[config.mk]
export PLATFORM = sky130hd
export DESIGN_NAME = alu_operand_loader
export DESIGN_NICKNAME = d
export VERILOG_FILES = /design/src/rtl/alu_pkg.sv /design/src/rtl/btn_debounce.sv /design/src/rtl/alu_operand_loader.sv
export SDC_FILE = /design/constraint.sdc
export NUM_CORES = 1
export LEC_CHECK = 0
export CORE_MARGIN = 4
export CORE_UTILIZATION = 48
export DETAILED_ROUTE_END_ITERATION = 12
export PLACE_DENSITY = 0.88
export SYNTH_ARGS = -nofsm -noshare
export SYNTH_HDL_FRONTEND = slang
export SYNTH_SLANG_ARGS = --single-unit
[constraint.sdc]
create_clock -name clk -period 1.9 [get_ports clk]
set_clock_uncertainty 0.1 [all_clocks]
set_input_delay 0.19 -clock clk [delete_from_list [all_inputs] [get_ports clk]]
set_output_delay 0.19 -clock clk [all_outputs]
set_load 0.03 [all_outputs]
[src/rtl/alu_pkg.sv]
// Shared definitions for the TP1 ALU datapath: default widths, opcode codes,
// debouncer and loader-sequencer state encodings.
package alu_pkg;

   localparam int unsigned DefDataW = 8;
   localparam int unsigned DefOpW   = 6;

   // ALU function codes carried on the low switch bits
   localparam logic [5:0] OpAdd = 6'b100000;
   localparam logic [5:0] OpSub = 6'b100010;
   localparam logic [5:0] OpAnd = 6'b100100;
   localparam logic [5:0] OpOr  = 6'b100101;
   localparam logic [5:0] OpXor = 6'b100110;
   localparam logic [5:0] OpSra = 6'b000011;
   localparam logic [5:0] OpSrl = 6'b000010;
   localparam logic [5:0] OpNor = 6'b100111;

   typedef enum logic [1:0] {
      StIdleLo,
      StCheckHi,
      StIdleHi,
      StCheckLo
   } deb_state_e;

   typedef enum logic [1:0] {
      StWaitA,
      StWaitB,
      StWaitOp,
      StDone
   } seq_state_e;

endpackage

[src/rtl/btn_debounce.sv]
// Push-button front end: 2-flop synchronizer, debounce FSM with stability
// counter, and a single-cycle press pulse on an accepted rising level.
module btn_debounce
   import alu_pkg::*;
#(
   parameter int unsigned DEBOUNCE_CYCLES = 4
) (
   input  logic clk_i,
   input  logic rst_ni,
   input  logic btn_i,
   output logic press_o
);

   localparam int unsigned CntW = (DEBOUNCE_CYCLES > 1) ? $clog2(DEBOUNCE_CYCLES) : 1;
   localparam logic [CntW-1:0] CntLast = CntW'(DEBOUNCE_CYCLES - 1);

   logic            sync1_q, sync2_q;
   deb_state_e      state_q, state_d;
   logic [CntW-1:0] cnt_q, cnt_d;

   // Synchronizer, FSM state and counter registers
   always_ff @(posedge clk_i) begin
      if (!rst_ni) begin
         sync1_q <= 1'b0;
         sync2_q <= 1'b0;
         state_q <= StIdleLo;
         cnt_q   <= '0;
      end else begin
         sync1_q <= btn_i;
         sync2_q <= sync1_q;
         state_q <= state_d;
         cnt_q   <= cnt_d;
      end
   end

   // Next state: a level change must persist DEBOUNCE_CYCLES checked cycles
   always_comb begin
      state_d = state_q;
      cnt_d   = cnt_q;
      unique case (state_q)
         StIdleLo: begin
            if (sync2_q) begin
               state_d = StCheckHi;
               cnt_d   = '0;
            end
         end
         StCheckHi: begin
            if (!sync2_q)              state_d = StIdleLo;
            else if (cnt_q == CntLast) state_d = StIdleHi;
            else                       cnt_d   = cnt_q + CntW'(1);
         end
         StIdleHi: begin
            if (!sync2_q) begin
               state_d = StCheckLo;
               cnt_d   = '0;
            end
         end
         StCheckLo: begin
            if (sync2_q)               state_d = StIdleHi;
            else if (cnt_q == CntLast) state_d = StIdleLo;
            else                       cnt_d   = cnt_q + CntW'(1);
         end
         default: state_d = StIdleLo;
      endcase
   end

   // Press pulse on the cycle the high level is accepted; release is silent
   always_comb begin
      press_o = (state_q == StCheckHi) && sync2_q && (cnt_q == CntLast);
   end

endmodule

[src/rtl/alu_operand_loader.sv]
// ALU operand loader: captures A, B and opcode from a shared switch bus on
// debounced button presses. Define LOADER_SEQ_EN to enforce A -> B -> Op order.
module alu_operand_loader
   import alu_pkg::*;
#(
   parameter int unsigned DATA_W          = DefDataW,
   parameter int unsigned OP_W            = DefOpW,
   parameter int unsigned DEBOUNCE_CYCLES = 4
) (
   input  logic              clk,
   input  logic              rst_n,
   input  logic [DATA_W-1:0] i_sw,
   input  logic              i_btn_a,
   input  logic              i_btn_b,
   input  logic              i_btn_op,
   output logic [DATA_W-1:0] o_a,
   output logic [DATA_W-1:0] o_b,
   output logic [OP_W-1:0]   o_op,
   output logic              o_valid,
   output logic              o_ready
);

   logic              pulse_a, pulse_b, pulse_op;
   logic              ld_a, ld_b, ld_op;
   logic [DATA_W-1:0] a_q, b_q;
   logic [OP_W-1:0]   op_q;
   logic              valid_q;

   btn_debounce #(.DEBOUNCE_CYCLES(DEBOUNCE_CYCLES)) u_deb_a (
      .clk_i  (clk),
      .rst_ni (rst_n),
      .btn_i  (i_btn_a),
      .press_o(pulse_a)
   );

   btn_debounce #(.DEBOUNCE_CYCLES(DEBOUNCE_CYCLES)) u_deb_b (
      .clk_i  (clk),
      .rst_ni (rst_n),
      .btn_i  (i_btn_b),
      .press_o(pulse_b)
   );

   btn_debounce #(.DEBOUNCE_CYCLES(DEBOUNCE_CYCLES)) u_deb_op (
      .clk_i  (clk),
      .rst_ni (rst_n),
      .btn_i  (i_btn_op),
      .press_o(pulse_op)
   );

`ifdef LOADER_SEQ_EN
   seq_state_e seq_q, seq_d;

   // Sequencer state register
   always_ff @(posedge clk) begin
      if (!rst_n) seq_q <= StWaitA;
      else        seq_q <= seq_d;
   end

   // Sequencer next state: advance only on the expected button
   always_comb begin
      seq_d = seq_q;
      unique case (seq_q)
         StWaitA:  if (pulse_a)  seq_d = StWaitB;
         StWaitB:  if (pulse_b)  seq_d = StWaitOp;
         StWaitOp: if (pulse_op) seq_d = StDone;
         StDone:   seq_d = StDone;
         default:  seq_d = StWaitA;
      endcase
   end

   // Sequencer outputs: gate loads to the expected register until done
   always_comb begin
      ld_a  = 1'b0;
      ld_b  = 1'b0;
      ld_op = 1'b0;
      unique case (seq_q)
         StWaitA:  ld_a  = pulse_a;
         StWaitB:  ld_b  = pulse_b;
         StWaitOp: ld_op = pulse_op;
         StDone: begin
            ld_a  = pulse_a;
            ld_b  = pulse_b;
            ld_op = pulse_op;
         end
         default: ;
      endcase
   end

   assign o_ready = (seq_q == StDone);
`else
   logic [2:0] loaded_q;

   // Sticky per-register loaded flags
   always_ff @(posedge clk) begin
      if (!rst_n) loaded_q <= '0;
      else        loaded_q <= loaded_q | {ld_op, ld_b, ld_a};
   end

   // Any order accepted
   always_comb begin
      ld_a  = pulse_a;
      ld_b  = pulse_b;
      ld_op = pulse_op;
   end

   assign o_ready = &loaded_q;
`endif

   // Operand/opcode registers and single valid pulse per update
   always_ff @(posedge clk) begin
      if (!rst_n) begin
         a_q     <= '0;
         b_q     <= '0;
         op_q    <= '0;
         valid_q <= 1'b0;
      end else begin
         if (ld_a)  a_q  <= i_sw;
         if (ld_b)  b_q  <= i_sw;
         if (ld_op) op_q <= i_sw[OP_W-1:0];
         valid_q <= ld_a | ld_b | ld_op;
      end
   end

   assign o_a     = a_q;
   assign o_b     = b_q;
   assign o_op    = op_q;
   assign o_valid = valid_q;

endmodule

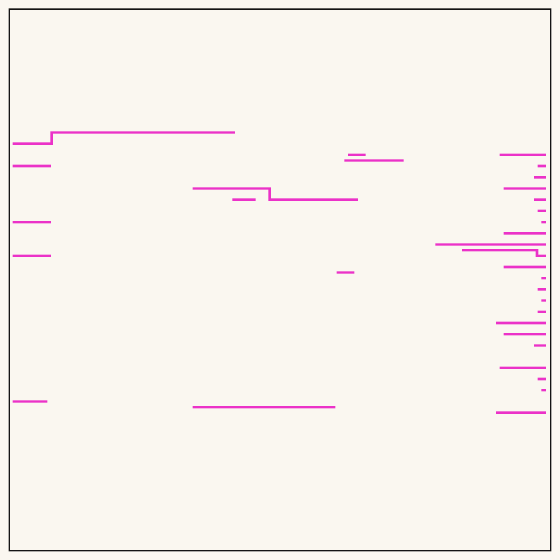
Figure 1: run 1, the metal 3 layer.
main direction	horizontal
longest straight run	22.1 um
wire length on this layer	169 um
share of all routed wire	5.4%
nets with wire on the layer	31

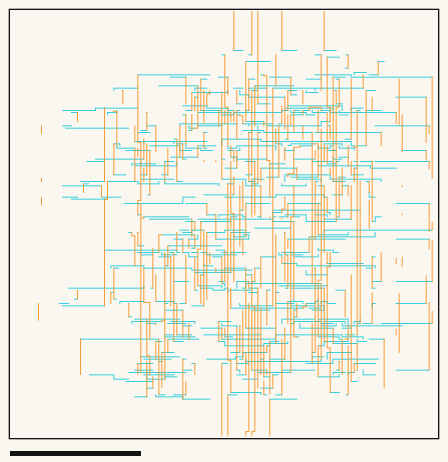
Figure 2: run 1, signal wires by layer.
Scale bar: 20 um. Only two layers are drawn.
color	layer	wire length
cyan	M1	1400 um
orange	M2	1560 um

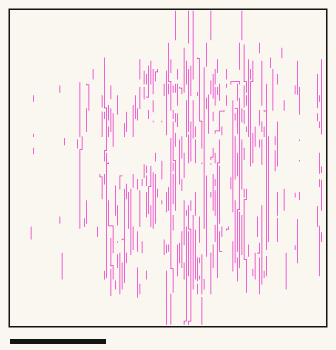
Figure 3: run 1, M2 wires.
Scale bar: 20 um.
share of all routed wire	49%
nets with wire on the layer	193
wire length on this layer	1560 um

==> flow_metrics.tcl, run 1 <==
# yosys + openroad results
set metrics [dict create \
    crit_required_ps 1610 \
    clockBufferDepth 2 \
    grtUsageMet2_pct 29.0 \
    drt_iter0_drc 61 \
    highest_layer "met4" \
    top_area_cell "dfxtp_1" \
    crit_arrival_ps 1520 \
    rsz0062_at_grt "false" \
    common_cells "dfxtp_1, nand2_1, a21oi_1" \
    netlist_instances 175 \
    ctsHoldBuffers 0 \
    vias 1302 \
    synthAdderAreaFrac_pct 2.36 \
    power_uw 1550 \
    diodes 0 \
    die-height_um 65.5 \
    path_max_fanout 2 \
    core_area_sq_um 3100 \
    grt_pass1_wl_um 5460 \
    top_cells_by_area "dfxtp_1, nand2_1, a21oi_1, mux2i_1, and2_1" \
    cp-end-kind "primary output" \
    place_area_sq_um 2000 \
    fin_tns_setup_ps 0 \
    ys_types 25 \
    p_clk_uw 554 \
    hp-class "in -> reg" \
    numSynthFlops 44 \
    final_cell_area_sq_um 2070 \
    place.gp.congestion 0.771 \
    wl_met2_um 1560 \
    syn_area_per_cell_sq_um 9.07 \
    wl_per_cell_um 12.2 \
    power.group.top "registers" \
    period_needed_ps 1810 \
    p_switching_uw 312 \
    chipArea_sq_um 4290 \
    warnings 26 \
    p_leak_uw 0.000723 \
    holdPathEnd "u_deb_b.sync1_q" \
    max_freq_mhz 552 \
    antenna_found_initial 0 \
    overflow 0 \
    die-width_um 65.5 \
    met3_wirelength_um 169 \
    power_frac_seq_pct 60.3 \
    grt_max_degree 24 \
    finalHoldViolCount 0 \
    grt_use_met3_pct 5.47 \
    drive_gt1_share_pct 5.12 \
    area_growth_pct 30.7 \
    drc 0 \
    maxCapViolations 0 \
    ant_nets 0 \
    fill_cells 263 \
    path_class "reg -> out" \
    hpwl_um 2390 \
    cts.htree.levels 2 \
    endpoint "o_ready" \
    layout_top_cells "dfxtp_1, nand2_1, clkdlybuf4s50_1" \
    initCoreUtil_pct 51.2 \
    clock_power_share_pct 35.7 \
    p_int_uw 1240 \
    sw_frac_of_total_pct 20.1 \
    combPwrFrac_pct 3.9 \
    slew_viol_final 0 \
    grt_pass1_vias 1260 \
    firstDrtPassIters 4 \
    finalSetupViolations 0 \
    logic_family "simple AND/OR/NAND/NOR gates" \
    r2r_start "u_deb_op.cnt_q[0]" \
    ys_seq_share_pct 55.5 \
    synthFlopType "dfxtp_1" \
    top_cell_area_share_pct 55.5 \
    top_cell "dfxtp_1" \
    ys_sh_aoi_pct 9.61 \
    simple_gate_area_share_pct 25.1 \
    irDropWorstVdd_mv 0.541 \
    async_flop_share_pct 0 \
    numPortBuffers 36 \
    status "completed" \
    ys_cells 175 \
    cp-startpoint "loaded_q[0]" \
    grt_use_met1_pct 18.4 \
    num_rows 20 \
    tightest_slew_ps 432 \
    seq_cell_power_uw 936 \
    ctsResizeCount 0 \
    hold_path_depth 2 \
    io_pins 37 \
    post_synth_instance_area_sq_um 1590 \
    clk_pin_slew_ps 120 \
    stdcell_count 259 \
    ys_area_sq_um 1590 \
    grt_busiest_layer "met2" \
]
run 1: per-stage QoR:
stage | worst slack, ps | hold slack [ps] | utilization, %
after detailed placement | 259 | 319 | 64.4
after CTS | 65.7 | 293 | 66.9
final | 89.0 | 308 | 66.9
after global routing | 8.89 | 285 | 66.9
after global placement | 325 | 314 | 64.4
after floorplan | 472 | 217 | -
run 1: worst max-delay path, stage by stage (launching register included):
cell and delay (ps):
dfxtp_1 360, and3_1 150, clkdlybuf4s50_1 670
run 1: area by class of cell:
type                    count  area [sq um]  share of cell area (%)
inverters                   1          3.75                   0.181
clock inverters             2          35.0                    1.69
repair buffers             39           383                    18.5
well taps                  44          55.1                    2.65
flip-flops and latches     44           881                    42.5
clock buffers               6          41.3                    1.99
multi-input cells         123           676                    32.6
Figure 4. PDN straps and rails (run 1).
Scale bar: 20 um. Pins as bars on the die edge.
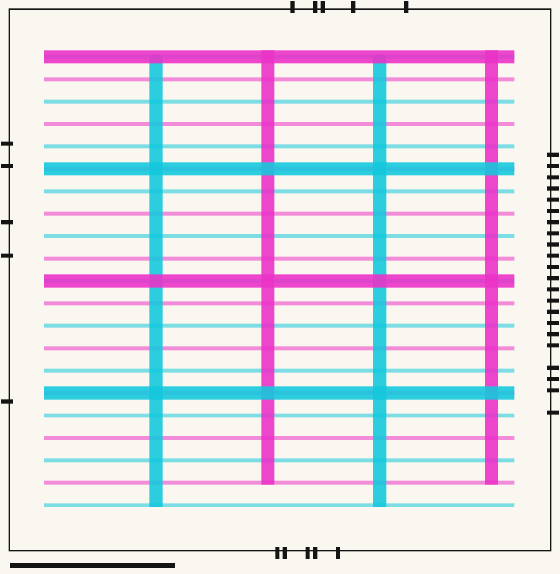

==> run 2: changes to the inputs <==
- CORE_UTILIZATION: 48 -> 50
- CTS_BUF_LIST: not set -> sky130_fd_sc_hd__clkbuf_8
- PLACE_DENSITY: 0.88 -> 0.91
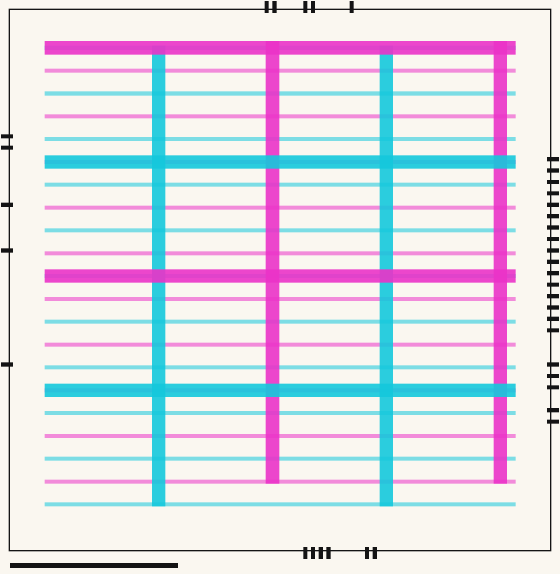
Figure 5: run 2, PDN straps and rails.
Scale bar: 20 um. Pins as bars on the die edge.
color	net
magenta	VDD
cyan	VSS
met4 straps	4
signal pins	37
met1 rails	21
rows	20

==> run 2 against run 1 <==
Compared with the run above: flip-flop count unchanged; sequential share of layout area is 0.43 points lower; total power up 1.9%; hold slack improved by 30 ps; synthesized cell count unchanged.
==> flow_metrics.tcl, run 2 <==
# yosys + openroad results
set metrics [dict create \
    post-route-util_pct 68.6 \
    antenna_found_initial 0 \
    p_per_area_nw_per_um2 755 \
    area_growth_pct 32.0 \
    ctsResizeCount 0 \
    edf_count 0 \
    nWellTaps 44 \
    tightest_slew_ps 424 \
    slew_headroom_pct 71.7 \
    post_synth_instance_area_sq_um 1590 \
    highest_layer "met4" \
    simple_gate_area_share_pct 25.1 \
    period_needed_ps 1750 \
    numPortBuffers 36 \
    num_rows 20 \
    ctsHoldBuffers 0 \
    finalSetupViolations 0 \
    hpwl_um 2220 \
    overflow 0 \
    vias 1299 \
    r2r_start "u_deb_op.cnt_q[0]" \
    core_area_sq_um 3050 \
    finalHoldViolCount 0 \
    cts_made_buffers 5 \
    cts_sinks 44 \
    ff_count 44 \
    logic_family "simple AND/OR/NAND/NOR gates" \
    rr_endpoint "o_op[5]" \
    chipArea_sq_um 4140 \
    place.gp.congestion 0.764 \
    cts.htree.levels 2 \
    ys_types 25 \
    power_uw 1580 \
    clockBufferDepth 2 \
    synth-xor-area-share_pct 1.65 \
    p_int_uw 1250 \
    cp-startpoint "loaded_q[0]" \
    cts_tree "built" \
    final_cell_area_sq_um 2100 \
    regArea_sq_um 881 \
    layout.area.comb_sq_um 676 \
    max_stage_delay_ps 670 \
    die-height_um 64.4 \
    initCoreUtil_pct 52.0 \
    ys_area_sq_um 1590 \
    crit_required_ps 1610 \
    grt_use_met1_pct 19.9 \
    place_area_sq_um 2000 \
    combPwrFrac_pct 3.9 \
    p_switching_uw 327 \
    drive_gt1_share_pct 5.14 \
    hp-class "reg -> reg" \
    critPathLaunchType "flip-flop" \
    inverters 1 \
    cp_slowest_cell "clkdlybuf4s50_1" \
    ys_sh_aoi_pct 9.61 \
    final-clk-cell-share_pct 4.42 \
    top_cells_by_area "dfxtp_1, nand2_1, a21oi_1, mux2i_1, and2_1" \
    grt_pass1_vias 1190 \
    buffers 38 \
    p_comb_uw 62.3 \
    crit_arrival_ps 1460 \
    nonClkBufAreaFrac_pct 18.5 \
    cts_root_buffer "clkbuf_8" \
    top_area_cell "dfxtp_1" \
    grt_pass1_wl_um 5380 \
    met3_wirelength_um 212 \
    seq_cell_power_uw 935 \
    synthAdderAreaFrac_pct 2.36 \
    rsz0062_at_grt "false" \
    max_freq_mhz 573 \
    endpoint "o_ready" \
    grt_use_met3_pct 5.62 \
    clock_buffers 6 \
    grtUsageMet2_pct 27.8 \
    irDropWorstVdd_mv 0.393 \
    final_nets 229 \
    fin_tns_setup_ps 0 \
    layout_top_cells "dfxtp_1, nand2_1, clkdlybuf4s50_1" \
    wl_per_cell_um 11.9 \
    power_frac_seq_pct 59.2 \
    die-width_um 64.4 \
    syn_area_per_cell_sq_um 9.07 \
    top_cell_area_share_pct 55.5 \
    wl_met1_um 1340 \
    io_pins 37 \
    ys_seq_share_pct 55.5 \
    clock_power_share_pct 36.9 \
    logic_gate_count 123 \
    numSynthFlops 44 \
    layout_top_cell "dfxtp_1" \
    drt_iter0_drc 75 \
    fp_nets 191 \
    clk_pin_slew_ps 80 \
    via_per_inst 5.03 \
    status "completed" \
    stdcell_count 258 \
    top_cell "dfxtp_1" \
    p_clk_uw 584 \
    firstDrtPassIters 4 \
    r2r_setup_slack_ps 260 \
    place_ws_ps 253 \
    worst_slack_ps 153 \
    async_flop_share_pct 0 \
    grt_busiest_layer "met2" \
    sw_frac_of_total_pct 20.7 \
    grt_max_degree 28 \
    maxCapViolations 0 \
    synthFlopType "dfxtp_1" \
    whs_ps 339 \
    cp-end-kind "primary output" \
    power.group.top "registers" \
    dominant_cells "sequential cells" \
    ys_cells 175 \
    path_max_fanout 2 \
    path_class "reg -> out" \
    post_cts_buffers 0 \
    sh_comb_area_pct 32.2 \
    p_leak_uw 0.000731 \
    mux_area_share_pct 3.78 \
    slew_viol_final 0 \
    common_cells "dfxtp_1, nand2_1, a21oi_1" \
    path_cells "and3_1, clkdlybuf4s50_1" \
    grt_usage_pct 16.9 \
    sh_seq_area_pct 42.0 \
    ant_nets 0 \
    diodes 0 \
    warnings 26 \
    drc 0 \
    netlist_instances 175 \
    fill_cells 245 \
    wl_met2_um 1470 \
]
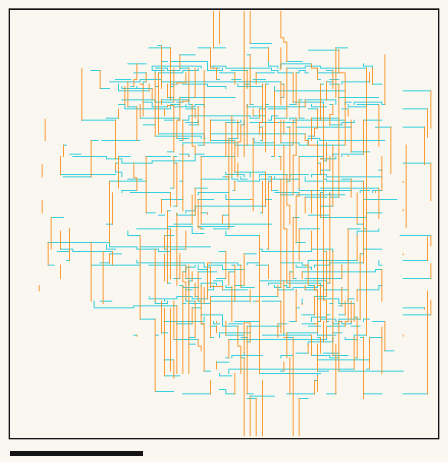
Figure 6: run 2, signal wires by layer.
Scale bar: 20 um. Only two layers are drawn.
color	layer	wire length
orange	M2	1470 um
cyan	M1	1340 um

-- run 2: how the worst min path moves through the flow --
stage,cells after the start,end,startpoint,slack (ps)
2_1_floorplan,1,u_deb_a.sync1_q,i_btn_a,220
3_3_place_gp,1,u_deb_a.sync2_q,u_deb_a.sync1_q,320
3_5_place_dp,1,u_deb_op.sync2_q,u_deb_op.sync1_q,320
4_1_cts,1,u_deb_a.sync2_q,u_deb_a.sync1_q,340
5_1_grt,1,u_deb_a.sync2_q,u_deb_a.sync1_q,350
6_report,1,u_deb_a.sync2_q,u_deb_a.sync1_q,340
-- run 2: worst max-delay path, delay by kind of cell (launching register included) --
| family | cells | cell delay [ps] |
|---|---|---|
| buffers and inverters | 1 | 670 |
| flip-flops | 1 | 330 |
| AND/OR/NAND/NOR | 1 | 160 |
Figure 7. The metal 3 layer (run 2).
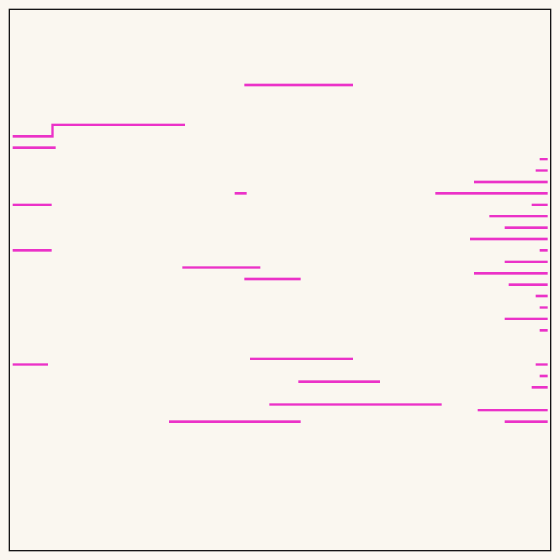

==> run 3: changes to the inputs <==
- ABC_AREA: not set -> 1
- CAP_MARGIN: not set -> 15
- PLACE_DENSITY: 0.91 -> 0.9
- clock period: 1.9 -> 1.7 ns (I/O delays scaled with it)
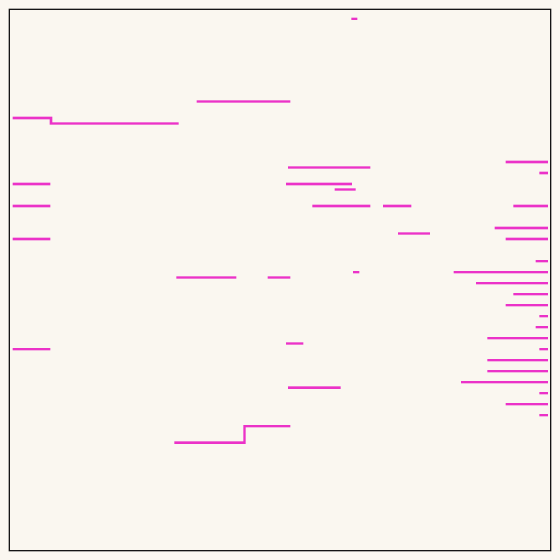
Figure 8: run 3, the metal 3 layer.
via count: 1502
routed wire length: 3410 um
M3 GR Usage: 5.23%

==> run 3 against run 2 <==
Compared with the run above: global-route usage increased by 0.67 points; combinational power increased by 55%; sequential power up about 10%; cell count grew 23%; critical path depth fell by 1; hold slack worse by 43 ps; synthesized area increased by 8.6%; via count increased by 16%; total power rose by 41%; critical path type unchanged; critical endpoint is now o_op[2]; largest power group is now clock.
==> flow_metrics.tcl, run 3 <==
# yosys + openroad results
set metrics [dict create \
    status "completed" \
    place_area_sq_um 2130 \
    cp-end-kind "primary output" \
    top_cells_by_area "dfxtp_1, nor2_1, nand2_1, inv_1, o21bai_1" \
    chipArea_sq_um 4450 \
    ctsResizeCount 1 \
    max_stage_delay_ps 700 \
    fin_tns_setup_ps 0 \
    antenna_found_initial 0 \
    max_freq_mhz 613 \
    r2r_setup_slack_ps 300 \
    finalHoldViolCount 0 \
    crit_required_ps 1430 \
    overflow 0 \
    rr_endpoint "o_a[7]" \
    layout_top_cell "nor2_1" \
    p_leak_uw 0.00101 \
    wl_per_cell_um 10.7 \
    finalSetupViolations 0 \
    path_max_fanout 2 \
    grt_use_met1_pct 18.4 \
    period_needed_ps 1630 \
    fp_nets 247 \
    numSynthFlops 44 \
    cts_made_buffers 5 \
    clk_pin_slew_ps 80 \
    ctsHoldBuffers 0 \
    path_cells "clkdlybuf4s50_1" \
    final_cell_area_sq_um 2280 \
    post_synth_instance_area_sq_um 1720 \
    logic_family "simple AND/OR/NAND/NOR gates" \
    grt_busiest_layer "met2" \
    crit_arrival_ps 1360 \
    initCoreUtil_pct 51.7 \
    rsz0062_at_grt "false" \
    ys_area_sq_um 1720 \
    drive_gt1_share_pct 6.62 \
    synth-xor-area-share_pct 0 \
    path_class "reg -> out" \
    hold_path_depth 3 \
    cts.htree.levels 2 \
    power_uw 2230 \
    critPathLaunchType "flip-flop" \
    top_cell "nor2_1" \
    io_pins 37 \
    ant_nets 0 \
    netlist_instances 231 \
    ys_sh_aoi_pct 6.82 \
    hp-class "in -> reg" \
    top_cell_area_share_pct 51.1 \
    ys_types 19 \
    r2r_start "u_deb_a.cnt_q[0]" \
    irDropWorstVdd_mv 0.663 \
    cts_sinks 44 \
    core_area_sq_um 3340 \
    grt_pass1_wl_um 5810 \
    via_per_inst 4.72 \
    common_cells "nor2_1, nand2_1, dfxtp_1" \
    cts_tree "built" \
    warnings 26 \
    regArea_sq_um 881 \
    hp-start "i_btn_op" \
    ys_seq_share_pct 51.1 \
    synthFlopType "dfxtp_1" \
    mux_area_share_pct 0 \
    hpwl_um 2540 \
    wl_met1_um 1450 \
    layout.area.comb_sq_um 696 \
    endpoint "o_op[2]" \
    path_depth 1 \
    die-width_um 66.7 \
    post_cts_buffers 0 \
    wl_met2_um 1660 \
    cts_root_buffer "clkbuf_8" \
    grtUsageMet2_pct 31.4 \
    clockBufferDepth 2 \
    maxCapViolations 0 \
    synthAdderAreaFrac_pct 2.18 \
    stdcell_count 318 \
    simple_gate_area_share_pct 31.3 \
    edf_count 0 \
    grt_pass1_vias 1367 \
    syn_area_per_cell_sq_um 7.46 \
    slew_headroom_pct 77.0 \
    crit_family "buffers and inverters" \
    final_nets 287 \
    diodes 0 \
    cp-startpoint "o_op[2]" \
    highest_layer "met4" \
    p_per_area_nw_per_um2 978 \
    met3_wirelength_um 209 \
    firstDrtPassIters 4 \
    critPathBufInv 1 \
]
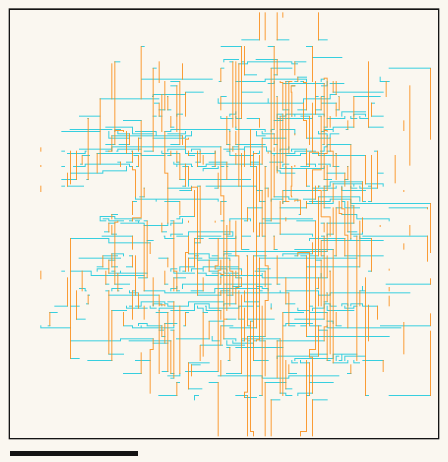
Figure 9: run 3, signal wires by layer.
Scale bar: 20 um. Only two layers are drawn.
color	layer	wire length
orange	M2	1660 um
cyan	M1	1450 um

==> run 3: final cells by class <==
class                           instances  area share [%]
Multi-Input combinational cell        152            30.5
Clock inverter                          3            3.95
Inverter                               29            4.77
Sequential cell                        44            38.6
Timing Repair Buffer                   39            16.7
Tap cell                               46            2.52
Clock buffer                            5            3.01
==> run 3: through the flow <==
step	hold WS (ps)	setup WS, ps	utilization, %
floorplan	168	402	-
global placement	295	245	63.7
detailed placement	299	233	63.7
CTS	286	48.6	68.4
global route	293	17.2	68.4
finish	296	68.2	68.4
==> run 3: power by group <==
part / internal (uW) / total (uW) / switching, uW
sequential: 1040 / 1050 / 8.90
combinational: 47.0 / 96.3 / 49.3
clock: 734 / 1090 / 351
total: 1820 / 2230 / 409
Power and IR drop assume default switching activity.
